File: src/rtl/imm_disp_extract_pipe_if.sv
// Handshake bundle between the length decoder, the imm/disp extractor and the
// decode pipeline latch.
interface imm_disp_extract_pipe_if #(
   parameter int IR_BYTES = 16,
   parameter int OUT_W    = 32,
   parameter int OFF_W    = 4
);
   logic                  in_valid;
   logic                  in_ready;
   logic [8*IR_BYTES-1:0] IR;
   logic [15:0]           opcode;
   logic [OFF_W-1:0]      imm_off;
   logic [1:0]            imm_size;
   logic                  imm_en;
   logic [OFF_W-1:0]      disp_off;
   logic [1:0]            disp_size;
   logic                  disp_en;
   logic                  sx_force;
   logic                  out_valid;
   logic                  out_ready;
   logic [OUT_W-1:0]      imm_out;
   logic [OUT_W-1:0]      disp_out;
   logic                  range_err;

   modport master (
      output in_valid, IR, opcode, imm_off, imm_size, imm_en,
             disp_off, disp_size, disp_en, sx_force, out_ready,
      input  in_ready, out_valid, imm_out, disp_out, range_err
   );

   modport slave (
      input  in_valid, IR, opcode, imm_off, imm_size, imm_en,
             disp_off, disp_size, disp_en, sx_force, out_ready,
      output in_ready, out_valid, imm_out, disp_out, range_err
   );
endinterface

File: src/rtl/imm_disp_extract_pipe.sv
// Extracts and extends the immediate and displacement fields of an instruction,
// buffered behind a 2-entry skid so decode stalls never drop or repeat fields.
module imm_disp_extract_pipe #(
   parameter int IR_BYTES = 16,
   parameter int OUT_W    = 32,
   parameter int OFF_W    = 4
) (
   input logic                      clk,
   input logic                      reset,
   imm_disp_extract_pipe_if.slave   bus
);
   localparam int IW = (IR_BYTES > 1) ? $clog2(IR_BYTES) : 1;
   localparam int SW = OFF_W + 3;

   typedef struct packed {
      logic [OUT_W-1:0] imm;
      logic [OUT_W-1:0] disp;
      logic             err;
   } entry_t;

   typedef enum logic [1:0] {EMPTY = 2'd0, ONE = 2'd1, FULL = 2'd2} state_t;

   state_t state_q, state_d;
   entry_t or_q, or_d, sk_q, sk_d, new_e;
   logic   xfer_in, xfer_out;

   // irb[k] is instruction byte k; byte 0 sits at the MSB end of IR.
   logic [IR_BYTES-1:0][7:0] irb;
   for (genvar k = 0; k < IR_BYTES; k++) begin : g_byte
      assign irb[k] = bus.IR[8*IR_BYTES-1-8*k -: 8];
   end

   function automatic logic [SW-1:0] nbytes(input logic [1:0] sz);
      return (sz == 2'b00) ? SW'(1) : (sz == 2'b01) ? SW'(2) : SW'(4);
   endfunction

   // Little-endian gather; bytes past the end of the buffer read as zero.
   function automatic logic [31:0] gather(input logic [IR_BYTES-1:0][7:0] b,
                                          input logic [OFF_W-1:0] off,
                                          input logic [1:0] sz);
      logic [31:0]   f;
      logic [SW-1:0] idx;
      f = '0;
      for (int j = 0; j < 4; j++) begin
         idx = {3'b000, off} + SW'(j);
         if (SW'(j) < nbytes(sz) && idx < SW'(IR_BYTES))
            f[8*j +: 8] = b[idx[IW-1:0]];
      end
      return f;
   endfunction

   function automatic logic [OUT_W-1:0] extend(input logic [31:0] f,
                                               input logic [1:0] sz,
                                               input logic sx);
      logic [OUT_W-1:0] r;
      case (sz)
         2'b00:   r = sx ? OUT_W'($signed(f[7:0]))  : OUT_W'(f[7:0]);
         2'b01:   r = sx ? OUT_W'($signed(f[15:0])) : OUT_W'(f[15:0]);
         default: r = sx ? OUT_W'($signed(f))       : OUT_W'(f);
      endcase
      return r;
   endfunction

   function automatic logic overrun(input logic [OFF_W-1:0] off, input logic [1:0] sz);
      return ({3'b000, off} + nbytes(sz)) > SW'(IR_BYTES);
   endfunction

   logic imm_sx;
   always_comb begin
      // Only the short-form sign-extending ALU immediates (push imm8, imul imm8, grp1 imm8).
      imm_sx = bus.sx_force ||
               (bus.imm_size == 2'b00 && bus.opcode[15:8] == 8'h00 &&
                (bus.opcode[7:0] == 8'h6A || bus.opcode[7:0] == 8'h6B ||
                 bus.opcode[7:0] == 8'h83));
      new_e.imm  = bus.imm_en  ? extend(gather(irb, bus.imm_off, bus.imm_size), bus.imm_size, imm_sx)
                               : '0;
      new_e.disp = bus.disp_en ? extend(gather(irb, bus.disp_off, bus.disp_size), bus.disp_size, 1'b1)
                               : '0;
      new_e.err  = (bus.imm_en  && overrun(bus.imm_off,  bus.imm_size)) ||
                   (bus.disp_en && overrun(bus.disp_off, bus.disp_size));
   end

   // in_ready depends only on registered state (and reset), never on out_ready.
   assign bus.in_ready  = ~reset && (state_q != FULL);
   assign bus.out_valid = (state_q != EMPTY);
   assign bus.imm_out   = or_q.imm;
   assign bus.disp_out  = or_q.disp;
   assign bus.range_err = or_q.err;

   assign xfer_in  = bus.in_valid  && bus.in_ready;
   assign xfer_out = bus.out_valid && bus.out_ready;

   always_comb begin
      state_d = state_q;
      or_d    = or_q;
      sk_d    = sk_q;
      case (state_q)
         EMPTY: if (xfer_in) begin
            or_d    = new_e;
            state_d = ONE;
         end
         ONE: begin
            if (xfer_in && xfer_out) begin
               or_d = new_e;
            end else if (xfer_in) begin
               sk_d    = new_e;
               state_d = FULL;
            end else if (xfer_out) begin
               state_d = EMPTY;
            end
         end
         FULL: if (xfer_out) begin
            or_d    = sk_q;
            state_d = ONE;
         end
         default: state_d = EMPTY;
      endcase
   end

   always_ff @(posedge clk) begin
      if (reset) begin
         state_q <= EMPTY;
         or_q    <= '0;
         sk_q    <= '0;
      end else begin
         state_q <= state_d;
         or_q    <= or_d;
         sk_q    <= sk_d;
      end
   end
endmodule

File: src/flat_wrapper.sv
// flat-port wrapper written by rule: the top's interface ports become plain ports
module imm_disp_extract_pipe_flat 
#(
   parameter int IR_BYTES = 16,
   parameter int OUT_W    = 32,
   parameter int OFF_W    = 4
)
  (clk, reset, bus_in_valid, bus_IR, bus_opcode, bus_imm_off, bus_imm_size, bus_imm_en, bus_disp_off, bus_disp_size, bus_disp_en, bus_sx_force, bus_out_ready, bus_in_ready, bus_out_valid, bus_imm_out, bus_disp_out, bus_range_err);
  imm_disp_extract_pipe_if #(.IR_BYTES(IR_BYTES), .OUT_W(OUT_W), .OFF_W(OFF_W)) bus_i ();
  input logic clk;
  input logic reset;
  input wire logic [$bits(bus_i.in_valid)-1:0] bus_in_valid;
  input wire logic [$bits(bus_i.IR)-1:0] bus_IR;
  input wire logic [$bits(bus_i.opcode)-1:0] bus_opcode;
  input wire logic [$bits(bus_i.imm_off)-1:0] bus_imm_off;
  input wire logic [$bits(bus_i.imm_size)-1:0] bus_imm_size;
  input wire logic [$bits(bus_i.imm_en)-1:0] bus_imm_en;
  input wire logic [$bits(bus_i.disp_off)-1:0] bus_disp_off;
  input wire logic [$bits(bus_i.disp_size)-1:0] bus_disp_size;
  input wire logic [$bits(bus_i.disp_en)-1:0] bus_disp_en;
  input wire logic [$bits(bus_i.sx_force)-1:0] bus_sx_force;
  input wire logic [$bits(bus_i.out_ready)-1:0] bus_out_ready;
  output wire logic [$bits(bus_i.in_ready)-1:0] bus_in_ready;
  output wire logic [$bits(bus_i.out_valid)-1:0] bus_out_valid;
  output wire logic [$bits(bus_i.imm_out)-1:0] bus_imm_out;
  output wire logic [$bits(bus_i.disp_out)-1:0] bus_disp_out;
  output wire logic [$bits(bus_i.range_err)-1:0] bus_range_err;
  assign bus_i.in_valid = bus_in_valid;
  assign bus_i.IR = bus_IR;
  assign bus_i.opcode = bus_opcode;
  assign bus_i.imm_off = bus_imm_off;
  assign bus_i.imm_size = bus_imm_size;
  assign bus_i.imm_en = bus_imm_en;
  assign bus_i.disp_off = bus_disp_off;
  assign bus_i.disp_size = bus_disp_size;
  assign bus_i.disp_en = bus_disp_en;
  assign bus_i.sx_force = bus_sx_force;
  assign bus_i.out_ready = bus_out_ready;
  assign bus_in_ready = bus_i.in_ready;
  assign bus_out_valid = bus_i.out_valid;
  assign bus_imm_out = bus_i.imm_out;
  assign bus_disp_out = bus_i.disp_out;
  assign bus_range_err = bus_i.range_err;
  imm_disp_extract_pipe #(.IR_BYTES(IR_BYTES), .OUT_W(OUT_W), .OFF_W(OFF_W)) u_core (.clk(clk), .reset(reset), .bus(bus_i));
endmodule
File: config.mk
export PLATFORM = sky130hd
export DESIGN_NAME = imm_disp_extract_pipe_flat
export DESIGN_NICKNAME = d
export VERILOG_FILES = /design/src/rtl/imm_disp_extract_pipe_if.sv /design/src/rtl/imm_disp_extract_pipe.sv /design/src/flat_wrapper.sv
export SDC_FILE = /design/constraint.sdc
export NUM_CORES = 1
export LEC_CHECK = 0
export ABC_AREA = 1
export ABC_CLOCK_PERIOD_IN_PS = 7300
export CAP_MARGIN = 0
export CELL_PAD_IN_SITES_DETAIL_PLACEMENT = 0
export CELL_PAD_IN_SITES_GLOBAL_PLACEMENT = 1
export CORE_ASPECT_RATIO = 1.25
export CORE_MARGIN = 5
export CORE_UTILIZATION = 35
export DETAILED_ROUTE_END_ITERATION = 16
export GPL_TIMING_DRIVEN = 0
export PLACE_DENSITY = 0.78
export RECOVER_POWER = 50
export SETUP_SLACK_MARGIN = 0.1
export SLEW_MARGIN = 10
export SYNTH_ARGS = -nofsm -noshare
export SYNTH_HDL_FRONTEND = slang
export SYNTH_SLANG_ARGS = --single-unit
File: constraint.sdc
create_clock -name clk -period 7.3 [get_ports clk]
set_input_delay 1.46 -clock clk [delete_from_list [all_inputs] [get_ports clk]]
set_output_delay 1.46 -clock clk [all_outputs]
set_load 0.005 [all_outputs]
Figure 1. Wiring by layer (run 1).
Two of the layers only.
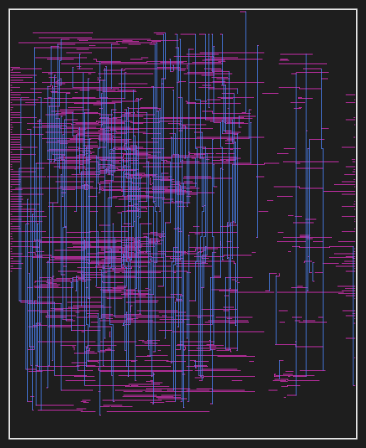
Magenta stands for M3, wire length 9940 µm. Blue stands for M4, wire length 10600 µm.
detail-routed net length per standard cell: 28.0 µm
total vias in the final route: 21100
total wire length: 94000 µm
overall routing resource usage: 40.1%

Figure 2. Met2 routing (run 1).
Cells faint in the background.
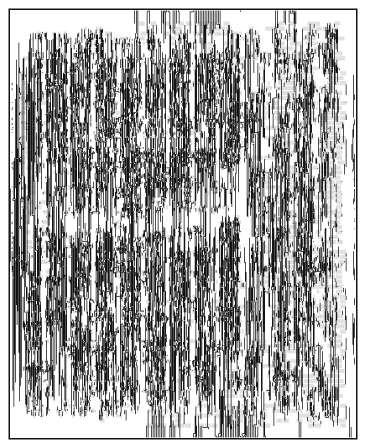
The longest straight run is 134 µm. The layer holds 44% of the routed length. The wires run mostly vertical. 2463 nets have wire on it. The layer carries 40.9 mm of wire.
fraction of met2 tracks used by global routing: 63.5%

==> impl_metrics.xml, run 1 <==
<?xml version="1.0" encoding="UTF-8"?>
<metrics>
  <group name="cells_and_area">
    <metric name="n_antenna_cell" unit="">2</metric>
    <metric name="clock_buffer_count" unit="">20</metric>
    <metric name="layout.cells.most_common_list" unit="">sky130_fd_sc_hd__nand3_1, sky130_fd_sc_hd__nand2_1, sky130_fd_sc_hd__a21oi_1, sky130_fd_sc_hd__clkdlybuf4s50_1, sky130_fd_sc_hd__nor2_1</metric>
  </group>
  <group name="clock_tree">
    <metric name="clk_pin_slew" unit="ns">0.06</metric>
    <metric name="cts_made_buffers" unit="">17</metric>
    <metric name="tritoncts" unit="">built</metric>
    <metric name="post_cts.repair.setup_buffers" unit="">0</metric>
  </group>
  <group name="synthesis">
    <metric name="synthTopCellsByCount" unit="">sky130_fd_sc_hd__nand3_1, sky130_fd_sc_hd__nand2_1, sky130_fd_sc_hd__a21oi_1, sky130_fd_sc_hd__nor2_1, sky130_fd_sc_hd__o21ai_0</metric>
    <metric name="enable_flop_cells" unit="">0</metric>
    <metric name="area_fraction_in_compound_gates_after_synthesis" unit="%">13.6</metric>
    <metric name="synth_top_cell_by_count" unit="">sky130_fd_sc_hd__nand3_1</metric>
    <metric name="post_synth_instance_area" unit="µm²">14100</metric>
    <metric name="ys_area" unit="µm²">14100</metric>
    <metric name="synth.cellmix.xorXnorShare" unit="%">0.416</metric>
    <metric name="mux_area_share" unit="%">0</metric>
  </group>
  <group name="floorplan">
    <metric name="die_area" unit="µm²">44500</metric>
    <metric name="pin_count" unit="">230</metric>
  </group>
  <group name="placed_design">
    <metric name="gpl.final_weighted_congestion" unit="">1.18</metric>
  </group>
  <group name="outcome">
    <metric name="run_status" unit="">finished, final reports clean</metric>
  </group>
  <group name="setup_path">
    <metric name="path_cells" unit="">dlygate4sd3_1, inv_1, clkbuf_1, clkbuf_1, ha_1, clkbuf_1, inv_1, clkbuf_1, nand3_1, nand3_1, nand3_1, a21oi_1, nand2_1, nand2_1, nand2_1, a21oi_1</metric>
    <metric name="setup.worst_path.class" unit="">input port to flip-flop</metric>
    <metric name="cp.buffers_inverters" unit="">7</metric>
  </group>
  <group name="sta">
    <metric name="transition_time_at_the_pin_with_the_least_slew_margin" unit="ns">1.26</metric>
    <metric name="min_period_over_period" unit="%">82.7</metric>
  </group>
  <group name="global_routing">
    <metric name="grt.overflow.total" unit="">0</metric>
    <metric name="top_usage_layer" unit="">met2</metric>
  </group>
  <group name="power_and_ir_drop">
    <metric name="power_density" unit="nW/µm²">169</metric>
  </group>
  <group name="hold_path">
    <metric name="hold_path.class" unit="">flip-flop to flip-flop</metric>
  </group>
  <group name="drt">
    <metric name="drt_drc_violations_left" unit="">0</metric>
    <metric name="drt_pass1_iterations" unit="">8</metric>
    <metric name="top_signal_layer_used" unit="">met5</metric>
  </group>
</metrics>
Figure 3. Sizing map (run 1).
Bar = 50 µm.
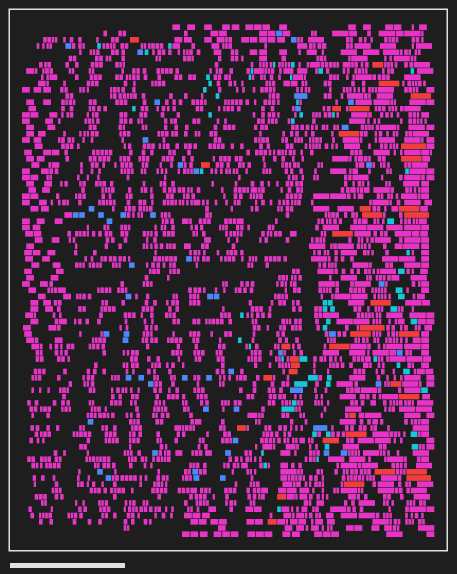
Blue stands for x3 and x4, cells 54, share 1.9%, most used buf_4. Red stands for x6 and larger, cells 37, share 1.3%, most used clkbuf_16. Cyan stands for x2, cells 59, share 2.1%, most used buf_2. Magenta stands for x1 and smaller, cells 2703, share 95%, most used nand3_1.
Final Worst Setup Slack: 1.27 ns
number of signal-net buffers in the layout: 423

Figure 4. The metal 4 layer (run 1).
Bar = 50 µm. Cells faint in the background.
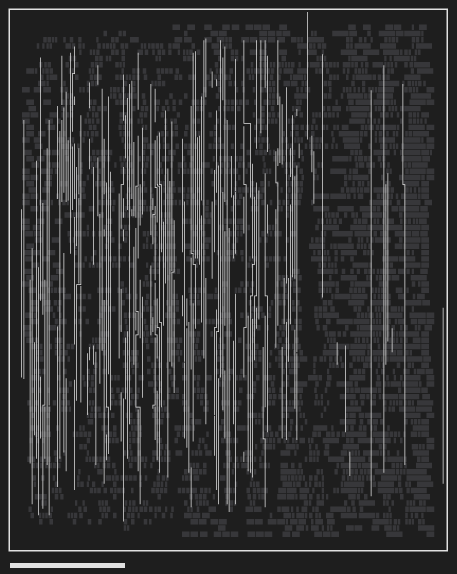
The wires run mostly vertical. The longest straight run is 177 µm. The layer carries 10600 µm of wire. The layer holds 11% of the routed length. 138 nets have wire on it.

## run 1: metrics by stage
stage          setup slack [ns]  instance area, µm²
2_1_floorplan              3.59               14100
3_3_place_gp               1.21               17000
3_5_place_dp               1.22               17000
4_1_cts                    1.66               17600
5_1_grt                    1.24               17600
6_report                   1.27               17600
## run 1: flip-flops by register name, indices dropped and copies added (netlist names)
name and flops:
u_core.bus.imm_out 32, u_core.bus.disp_out 32, u_core.sk_q 65, u_core.bus.range_err 1
u_core.state_q 2
## run 1: where the power goes
group / internal, mW / switching (mW) / leakage [nW]
Combinational: 0.397 / 0.891 / 6.86
Clock: 0.598 / 0.322 / 0.309
Sequential: 0.753 / 0.0166 / 1.07
Total: 1.75 / 1.23 / 8.24
## run 1: path summary, 6_finish.rpt
check | cells past startpoint | endpoint | slack [ns]
setup / recovery | 16 | u_core.bus.disp_out[20]$_SDFFE_PP0P_ | 1.27
hold / removal | 2 | u_core.bus.imm_out[15]$_SDFFE_PP0P_ | 0.46
setup reg to reg | 7 | u_core.sk_q[25]$_SDFFE_PP0P_ | 4.98
hold reg to reg | 2 | u_core.bus.imm_out[15]$_SDFFE_PP0P_ | 0.46
## run 1: worst reg2reg max path, cell delays in order (launching register included)
cell                       delay (ns)
sky130_fd_sc_hd__dfxtp_1         0.32
sky130_fd_sc_hd__nor3_1          0.19
sky130_fd_sc_hd__inv_1           0.10
sky130_fd_sc_hd__nor3_1          0.53
sky130_fd_sc_hd__buf_2           0.38
sky130_fd_sc_hd__clkbuf_1        0.40
sky130_fd_sc_hd__o21ai_0         0.16
sky130_fd_sc_hd__a21oi_1         0.17
--- run 2 (diff from run 1) ---
--- a/config.mk
+++ b/config.mk
@@ -6,16 +6,16 @@
 export NUM_CORES = 1
 export LEC_CHECK = 0
 export ABC_AREA = 1
-export ABC_CLOCK_PERIOD_IN_PS = 7300
+export ABC_CLOCK_PERIOD_IN_PS = 5000
 export CAP_MARGIN = 0
 export CELL_PAD_IN_SITES_DETAIL_PLACEMENT = 0
 export CELL_PAD_IN_SITES_GLOBAL_PLACEMENT = 1
 export CORE_ASPECT_RATIO = 1.25
 export CORE_MARGIN = 5
-export CORE_UTILIZATION = 35
+export CORE_UTILIZATION = 33
 export DETAILED_ROUTE_END_ITERATION = 16
 export GPL_TIMING_DRIVEN = 0
-export PLACE_DENSITY = 0.78
+export PLACE_DENSITY = 0.77
 export RECOVER_POWER = 50
 export SETUP_SLACK_MARGIN = 0.1
 export SLEW_MARGIN = 10
==> constraint.sdc (replaced) <==
create_clock -name clk -period 5 [get_ports clk]
set_input_delay 1 -clock clk [delete_from_list [all_inputs] [get_ports clk]]
set_output_delay 1 -clock clk [all_outputs]
set_load 0.005 [all_outputs]
Figure 5. Met2 routing (run 2).
Cells faint in the background.
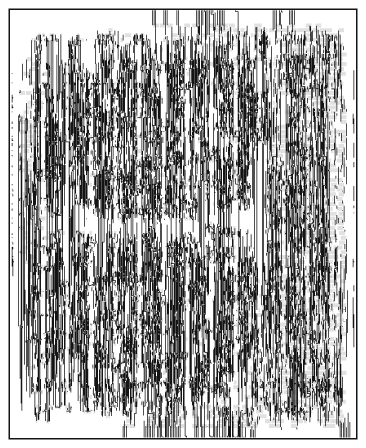
The longest straight run is 119 µm. The wires run mostly vertical. The layer carries 42.5 mm of wire. 2483 nets have wire on it. The layer holds 43% of the routed length.
total wire length: 98900 µm
total vias in the final route: 21300

Figure 6. Sizing map (run 2).
Bar = 50 µm.
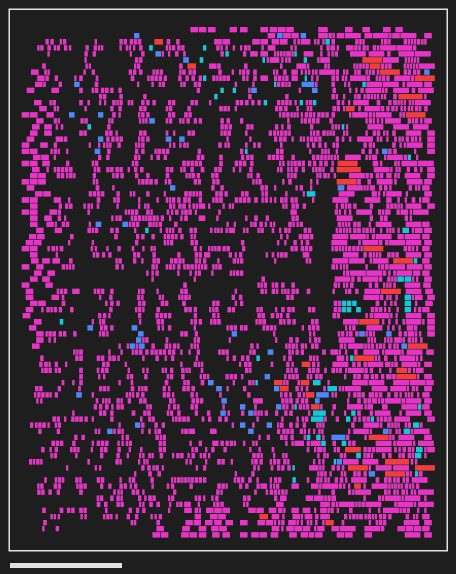
Cyan stands for x2, cells 63, share 2.2%, most used buf_2. Magenta stands for x1 and smaller, cells 2700, share 95%, most used nand3_1. Red stands for x6 and larger, cells 35, share 1.2%, most used clkbuf_16. Blue stands for x3 and x4, cells 54, share 1.9%, most used buf_4.
Final Worst Setup Slack: 0.0859 ns
cell area after layout: 17700 µm²
number of signal-net buffers in the layout: 421
layout-stage area growth over the synthesis result: 25.2%

==> run 2 against run 1 <==
  * Sequential power rose by 45%
  * First-iteration DRC count fell by 8.7%
  * Non-clock buffer count fell by 2
  * Synthesized area did not move
  * Final cell count rose by 1.5%
  * Global-route usage rose by 0.11 points
  * Register-to-register slack got worse by 2.5 ns
  * Synthesized cell count did not move
  * Clock power rose by about 40%
  * Clock-buffer cell count did not move
  * Critical endpoint is now u_core.bus.disp_out[29]$_SDFFE_PP0P_
  * Largest cell class unchanged
==> impl_metrics.xml, run 2 <==
<?xml version="1.0" encoding="UTF-8"?>
<metrics>
  <group name="cells_and_area">
    <metric name="largest_reg_flops" unit="">65</metric>
    <metric name="n_antenna_cell" unit="">0</metric>
    <metric name="top_reg_by_flops" unit="">u_core.sk_q</metric>
  </group>
  <group name="global_routing">
    <metric name="top_usage_layer" unit="">met2</metric>
    <metric name="grt.overflow.total" unit="">0</metric>
    <metric name="gr-usage-all-layers" unit="%">40.2</metric>
    <metric name="grt.met2_usage" unit="%">63.1</metric>
  </group>
  <group name="drt">
    <metric name="top_signal_layer_used" unit="">met5</metric>
    <metric name="drt_pass1_iterations" unit="">6</metric>
    <metric name="wl_per_cell" unit="µm">29.0</metric>
    <metric name="drt_drc_violations_left" unit="">0</metric>
  </group>
  <group name="setup_path">
    <metric name="regToRegEndpoint" unit="">u_core.sk_q[26]$_SDFFE_PP0P_</metric>
    <metric name="r2r_setup_slack" unit="ns">2.47</metric>
    <metric name="cp.buffers_inverters" unit="">6</metric>
    <metric name="setup.worst_path.class" unit="">input port to flip-flop</metric>
    <metric name="timing.reg2reg.worst_path_depth" unit="">7</metric>
    <metric name="path_cells" unit="">dlygate4sd3_1, inv_1, clkbuf_1, clkdlybuf4s15_2, ha_1, clkbuf_1, clkbuf_1, nand3_1, nand3_1, nand3_1, nand3_1, a21oi_1, nand2_1, nand2_1, nand2_1, a21oi_1</metric>
    <metric name="path_max_fanout" unit="">12</metric>
  </group>
  <group name="synthesis">
    <metric name="mux_area_share" unit="%">0</metric>
    <metric name="simple_gate_share" unit="%">56.2</metric>
    <metric name="post_synth_instance_area" unit="µm²">14100</metric>
    <metric name="synth.cellmix.xorXnorShare" unit="%">0.416</metric>
    <metric name="enable_flop_cells" unit="">0</metric>
    <metric name="synth_top_cell_by_count" unit="">sky130_fd_sc_hd__nand3_1</metric>
  </group>
  <group name="hold_path">
    <metric name="hold_path.class" unit="">flip-flop to flip-flop</metric>
    <metric name="hold_path_end" unit="">u_core.bus.disp_out[31]$_SDFFE_PP0P_</metric>
    <metric name="whs_path_depth" unit="">2</metric>
  </group>
  <group name="floorplan">
    <metric name="die-width" unit="µm">195</metric>
    <metric name="pin_count" unit="">230</metric>
    <metric name="die_area" unit="µm²">47100</metric>
  </group>
  <group name="clock_tree">
    <metric name="clk_pin_slew" unit="ns">0.06</metric>
    <metric name="tritoncts" unit="">built</metric>
    <metric name="cts_made_buffers" unit="">17</metric>
  </group>
  <group name="sta">
    <metric name="min_period_over_period" unit="%">98.3</metric>
    <metric name="transition_time_at_the_pin_with_the_least_slew_margin" unit="ns">1.26</metric>
  </group>
  <group name="placed_design">
    <metric name="pre_cts_slack" unit="ns">-0.743</metric>
    <metric name="gpl.final_weighted_congestion" unit="">1.11</metric>
    <metric name="placed_area" unit="µm²">17100</metric>
  </group>
  <group name="outcome">
    <metric name="run_status" unit="">finished, final reports clean</metric>
  </group>
  <group name="power_and_ir_drop">
    <metric name="power_density" unit="nW/µm²">245</metric>
  </group>
</metrics>
Figure 7. The metal 4 layer (run 2).
Bar = 50 µm. Cells faint in the background.
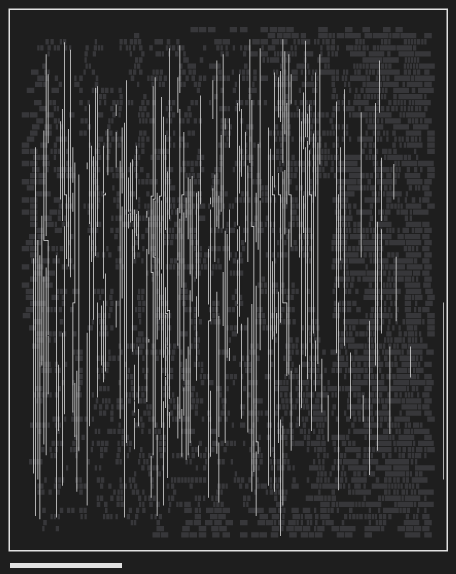
154 nets have wire on it. The wires run mostly vertical.

-- run 2: cell types whose count changed in the layout (fill, tap and decap cells not counted), sizes merged --
| cell | before | now |
|---|---|---|
| buf | 109 | 105 |
| bufinv | 4 | 3 |
| clkbuf | 107 | 108 |
| clkdlybuf4s15 | 0 | 1 |
| clkinv | 7 | 8 |
| clkinvlp | 2 | 3 |
| diode | 2 | 0 |
-- run 2: report_power, final --
part           internal [mW]  switching (mW)  total [mW]
Combinational          0.581            1.33        1.91
Clock                  0.809           0.483        1.29
Sequential              1.10          0.0255        1.12
Total                   2.49            1.84        4.33
-- run 2: what timing repair did --
action,in CTS,in global routing
gates resized,2,2
pin swaps,0,0
hold endpoints to repair,0,0
setup buffers,0,0
endpoints found under the setup margin,19,35
gates cloned,0,0
-- run 2: layout make-up --
class,instances,share of cell area (%)
Sequential cell,132,14.9
Inverter,78,1.67
Buffer,196,5.93
Timing Repair Buffer,225,12.7
Clock inverter,12,0.870
Clock buffer,20,2.58
Multi-Input combinational cell,2189,57.3
Tap cell,559,3.96
-- run 2: how the worst max path moves through the flow --
stage,to,slack [ns],cells after the start,startpoint
6_report,u_core.bus.disp_out[29]$_SDFFE_PP0P_,0.09,16,bus_disp_off[1]
5_1_grt,u_core.bus.disp_out[27]$_SDFFE_PP0P_,0.05,16,bus_disp_off[1]
4_1_cts,u_core.bus.imm_out[30]$_SDFFE_PP0P_,0.12,16,bus_imm_off[1]
3_5_place_dp,u_core.bus.disp_out[22]$_SDFFE_PP0P_,-0.74,16,bus_disp_off[1]
3_3_place_gp,u_core.bus.disp_out[22]$_SDFFE_PP0P_,-0.79,16,bus_disp_off[1]
2_1_floorplan,u_core.bus.disp_out[18]$_SDFFE_PP0P_,1.75,15,bus_disp_off[1]
Power is estimated from default activity; no workload was simulated.
